==> config.mk <==
export PLATFORM = sky130hd
export DESIGN_NAME = uart_boot_loader_flat
export DESIGN_NICKNAME = d
export VERILOG_FILES = /design/src/rtl/uart_boot_loader_if.sv /design/src/rtl/uart_boot_loader.sv /design/src/flat_wrapper.sv
export SDC_FILE = /design/constraint.sdc
export NUM_CORES = 1
export LEC_CHECK = 0
export CORE_ASPECT_RATIO = 0.9
export CORE_MARGIN = 2
export CORE_UTILIZATION = 50
export CTS_BUF_LIST = sky130_fd_sc_hd__clkbuf_16
export CTS_CLUSTER_SIZE = 14
export DETAILED_ROUTE_END_ITERATION = 7
export GPL_TIMING_DRIVEN = 0
export HOLD_SLACK_MARGIN = 0.12
export PLACE_DENSITY = 0.82
export SLEW_MARGIN = 5
export SYNTH_ARGS = -nofsm -noshare
export SYNTH_HDL_FRONTEND = slang
export SYNTH_SLANG_ARGS = --single-unit
==> constraint.sdc <==
create_clock -name clk -period 7.2 [get_ports clk]
set_input_delay 2.16 -clock clk [delete_from_list [all_inputs] [get_ports clk]]
set_output_delay 2.16 -clock clk [all_outputs]
set_load 0.03 [all_outputs]
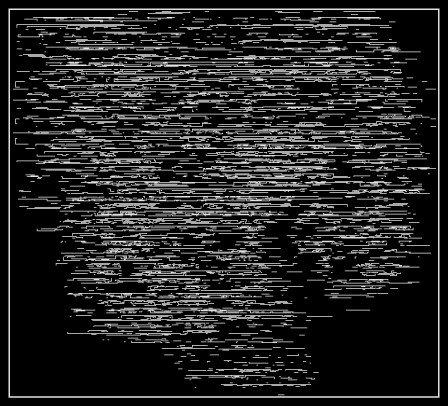
Fig. 1. Met1 routing.
nets with wire on the layer: 1,232
main direction: horizontal
grt met1 use: 0.377
Detailed Route WL: 29,500 um

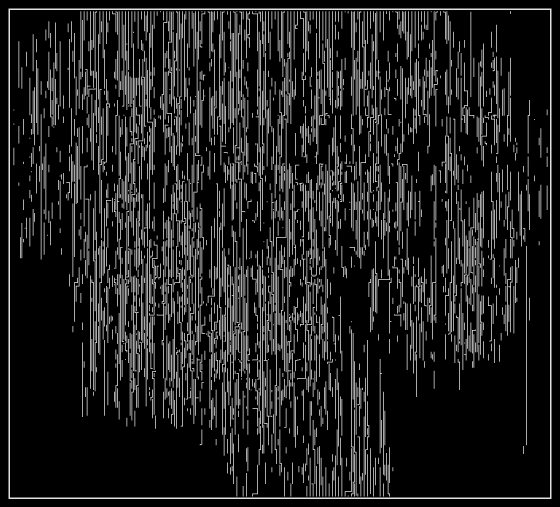
Fig. 2. The metal 2 layer.
main direction: vertical
share of all routed wire: 48%
longest straight run: 57.5 um
grt met2 use: 0.424
Vias: 8,968

==> reports/results.ini <==
[layout]
n_all_buffers=284
clock_area_frac=0.0441
inverters_excl_clock=19
comb_area_frac=0.389
area.combinational_um2=5130
regArea_um2=4650
drive_gt1_frac=0.195
buf_share=0.185
largestClassByArea=multi-input combinational cells
fin_cells=1503
ff_count=186
final_layout_top_logic_cells=dfrtp_1 (186), clkdlybuf4s50_1 (184), mux2_2 (122)
nets=1329
sh_seq_area=0.353
utilization=0.641
layout.cells.most_common=dfrtp_1
comb_cells=722
stdcell_area_um2=13200
syn2layout_area_growth_pct=26.9
fillers=1586
diodes=0
nClkBuffers=17

[power_and_ir_drop]
share_comb_of_total_power=0.273
pg_seq_mw=1.54
pwr_density_cell_nw_per_um2=257
p_clk_mw=0.930
p_switching_mw=1.22
power_frac_seq=0.453
pg_comb_mw=0.927
maxPowerGroup=sequential cells
switching_share=0.359
leakage_nw=5.58
p_int_mw=2.18
power.share.clock=0.274
max-vdd-ir-drop_v=0.000171
total_power_mw=3.40

[yosys]
mux_share=0.160
ys_ff=186
aoi_share=0.121
syn_area_um2=10400
ys_sh_adder=0.00601
syn_inst=1025
ys.flop_type=dfrtp_1
yosys_warnings=0
synth-async-reset-ratio=1.00
top_cells_by_count=dfrtp_1 (186), mux2_2 (122), nor2_1 (100)
area_leaders=dfrtp_1 (45%), mux2_2 (13%), a21oi_1 (4.2%)
synth-edff-count=0
syn_area_per_cell_um2=10.2
yosysTopAreaCellShare=0.447
largest_area_cell=dfrtp_1
synth_top_cell_by_count=dfrtp_1
yosysChipArea_um2=10400
xor_share=0.0351
yosys-stat-cells=1025
yosysUniqueCellTypes=72
synth_seq_share=0.447
synthTopLogicFamily=simple AND/OR/NAND/NOR gates
syn-num-nets=1124
simple_gate_area_frac=0.170

[global_routing]
grt_overflow=0
grt-busiest-layer=met2
grt_max_degree=118
grtUsageTotal=0.270
grt_pass1_wl_um=46800
met3_usage=0.0535
grt_pass1_vias=8812
antenna_found_initial=0

[timing]
max-slew-margin-rel=0.221
final.setup.tns_ns=0
setup_viol=0
rsz0062_at_grt=no
hold_viol=0
layout_min_cycle_time_ns=5.67
fin_skew_ns=0.0126
finalClockPeriodUsage=0.788
slew_viol_final=0
whs_ns=0.431
finalWorstSetupSlack_ns=1.53
tightestPinTransition_ns=1.16
max_freq_mhz=176

[clock_network]
cts_setup_buffers=0
clkLatencyLatePin_ns=0.44
clk_pin_slew_ns=0.07
cts-root-buf=clkbuf_16
cts_tree=done
cts.sinks=186
clock_path_buffers=2
htreeDepth=4
ctsResizeCount=0
cts_hold_buf=0
cts_buffers=17

[setup_path]
crit_cells=3
critPathArrivalTime_ns=3.51
reg2reg_depth=7
cpLargestDelayFamily=buffers and inverters
path_cells=clkdlybuf4s50_1 > buf_4 > clkdlybuf4s50_1
path_buffers=3
slowest_stage=clkdlybuf4s50_1
startpoint_type=input port
crit_top_cell=clkdlybuf4s50_1
worstPathMaxFanout=2
rrSetupSlack_ns=4.01
worstPathRequired_ns=5.04
path_class=in -> out
end_kind=output port
cpPeakStageDelay_ns=0.67

[detailed_routing]
ant_nets=0
drtPass1Iterations=5
wl_met3_um=2020
drc_errors=0
maxUsedRoutingLayer=met4
met1Wirelength_um=12700
via_per_inst=5.97
wl_per_cell_um=19.6
drt_iter0_drc=947
met2WireLength_um=14100

[run]
warnings=29
cap_violations=0

[outcome]
status=finished, final reports clean

[floorplan]
io_pins=187
dieArea_um2=22000
tap_cells=260
fp-row-count=50
die_w_um=156
core_area_um2=20600
floorplan.core_util=0.506
die_h_um=141

[place]
numPortBuffers=185
gp_congestion=0.912
hpwl_um=21600
placed_area_um2=12600
pre_cts_slack_ns=1.52
place_inst=1471

[worst_hold_path]
hold_class=reg -> reg
hold_depth=0

